ff_map.png
Bar = 20 um.
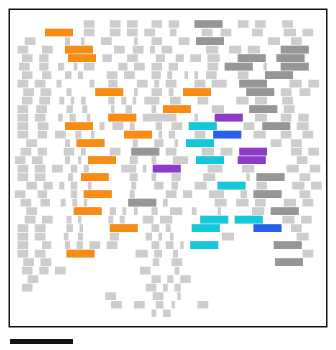
layers.png
Only two layers are drawn.
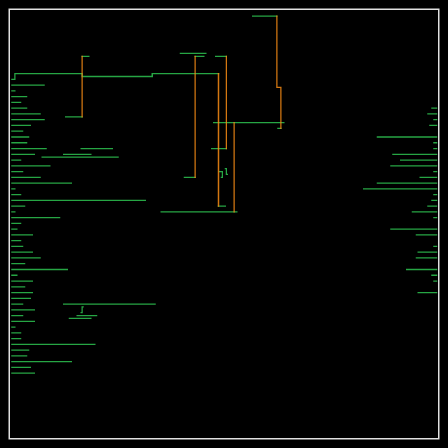
gates.png
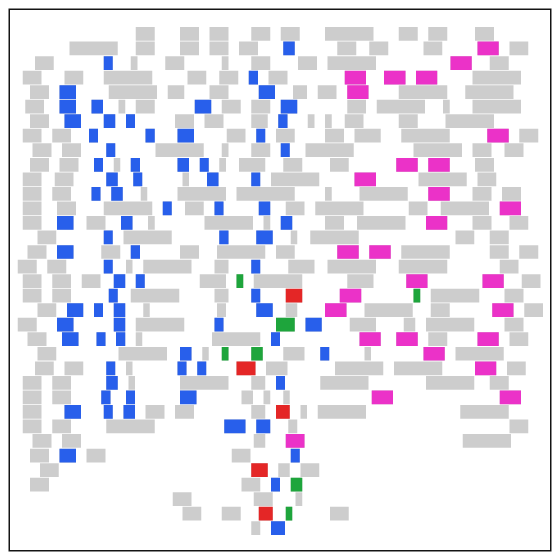
==> config.mk <==
export PLATFORM = sky130hd
export DESIGN_NAME = sine_lut_arbiter
export DESIGN_NICKNAME = d
export VERILOG_FILES = /design/src/rtl/sine_lut_arbiter.sv
export SDC_FILE = /design/constraint.sdc
export NUM_CORES = 1
export LEC_CHECK = 0
export ABC_CLOCK_PERIOD_IN_PS = 6700
export CELL_PAD_IN_SITES_DETAIL_PLACEMENT = 2
export CELL_PAD_IN_SITES_GLOBAL_PLACEMENT = 2
export CORE_UTILIZATION = 25
export DETAILED_ROUTE_END_ITERATION = 12
export PLACE_DENSITY = 0.95
export SLEW_MARGIN = 40
export SYNTH_ARGS = -nofsm -noshare
export SYNTH_HDL_FRONTEND = slang
export SYNTH_SLANG_ARGS = --single-unit
==> constraint.sdc <==
create_clock -name clk -period 6.7 [get_ports clk]
set_input_delay 1.34 -clock clk [delete_from_list [all_inputs] [get_ports clk]]
set_output_delay 1.34 -clock clk [all_outputs]
set_load 0.005 [all_outputs]
==> metrics.cfg <==
[routing]
route.detailed.drc = 0
detailroute.wirelength.met2_um = 4630
vias = 2366
ant_nets_after_route = 0
detailedRoute.firstIterationViolations = 101
dr_wl_met3_um = 592
top_layer_used = met4

[sta]
rsz0062_at_grt = no
period_minus_slack_ns = 5.07
slew_headroom_pct = 45.8
max_freq_ghz = 0.197
fin_worst_hold_slack_ns = 0.511
tns_ns = 0

[grt]
grt_overflow_total = 0
global_route_met3_utilization_pct = 4.79
vias_in_the_first_global_route = 2637
busiest_layer = met2

[floorplanning]
row_count = 35
die_area_um2 = 10200
ios = 127
floorplanUtilization_pct = 26.2

[cells_and_area]
design.final.nets = 430
syn2layout_area_growth_pct = 58.3
fin_area_um2 = 3880
layout.cells.most_common_list = sky130_fd_sc_hd__clkdlybuf4s50_1, sky130_fd_sc_hd__dfrtp_1, sky130_fd_sc_hd__mux2_2

[clock_network]
clock_path_buffers = 2
post_cts_buffers = 0
clock.latency.late_pin_ns = 0.30
cts-htree-levels = 2
ctsResizeCount = 0
cts_tree = done
clkSinkCount = 49

[critical_path]
endpoint_kind = output port
crit_path_cell_trace = clkdlybuf4s50_1, or2_2, a21oi_2, nor2_1, nor2_1, clkdlybuf4s50_1
worst-setup-path-type = in -> out
cp_data_required_time_ns = 5.36
rr_worst_depth = 4
worstPathMaxFanout = 18
path_delay_family = buffers and inverters
timing.critical_path.slowest_stage_cell = sky130_fd_sc_hd__a21oi_2

[placement]
detailed_place_hpwl_um = 6660
gp_routability_congestion = 0.763
setup_slack_at_placement_ns = 1.63
dpl_cell_area_um2 = 3760
place_inst = 465
io_buffers = 126

[synth]
netlist_area_um2 = 2450
simple_gate_share_pct = 9.85
yosys_most_used_dff = sky130_fd_sc_hd__dfrtp_1
post_synth_mux_area_share_pct = 12.8
yosys.area_share.aoi_pct = 21.5
synth_flops = 49
synth-adder-area-share_pct = 0
number_of_enable_type_register_cells_in_the_synthesized_netlist = 0
ys_sh_xor_pct = 0
synth_async_sr_flop_share_pct = 100
post_synthesis_cell_type_count = 39

[pwr]
vdd_ir_drop_max_mv = 0.0912
pwr-share-clk_pct = 20.8
power_density_nw_per_um2 = 277
pg_comb_mw = 0.407
seq_cell_power_mw = 0.444
p_total_mw = 1.07
static_power_due_to_leakage_nw = 1.51

[run_status]
outcome = finished clean

[flow_run]
openroad.warnings = 26
max-cap-violations = 0

Notes on ff_map.png above:
signal	colour	sequential cells
tag_id	cyan	8
o_voice	blue	2
tag_v	purple	4
o_phase	orange	16
not coloured	19
share of the core filled with cells in the final layout: 41.4%
sequential share of cell area: 31.6%
register cell area after layout: 1230 um^2

Notes on layers.png above:
layer	colour	wire length
M4	orange	144 um
M3	green	592 um
routed length per placed instance: 18.3 um
total global-route track usage: 17.6%
wire length after detailed routing: 8650 um

Notes on gates.png above:
family	colour	cells
non-inverting ao/oa cells	red	5
mux cells	magenta	28
nand cells	green	7
aoi and oai cells	blue	77
Top cell excl fill/tap: sky130_fd_sc_hd__clkdlybuf4s50_1
logic share of the area: 27.9%

## final cells by class
type / instances / area, um^2 / area share [%]
tap: 129 / 161 / 4.16
inverter: 4 / 15.0 / 0.387
multi-input combinational: 155 / 1080 / 27.9
clock buffer: 6 / 82.6 / 2.13
timing repair buffer: 128 / 1280 / 32.9
clock inverter: 2 / 37.5 / 0.967
sequential: 49 / 1230 / 31.6
## synth_stat cells, drive strengths merged, types with 2 or more instances
cell type,instances
a32oi,16
a21oi,19
nor2,22
nand2b,2
nor2b,3
inv,4
mux2,27
and2,2
a31oi,16
o21ai,22
nor3,3
buf,16
dfrtp,49
nand2,4
and3,2
o21bai,2
clkbuf,7
## cell families (layout without fill, tap and decap cells)
group / count (synthesis) / in the layout
compound gates: 82 / 82
buf+inv: 27 / 140
flops: 49 / 49
mux: 28 / 28
simple gates: 45 / 45
Power is estimated from default activity; no workload was simulated.
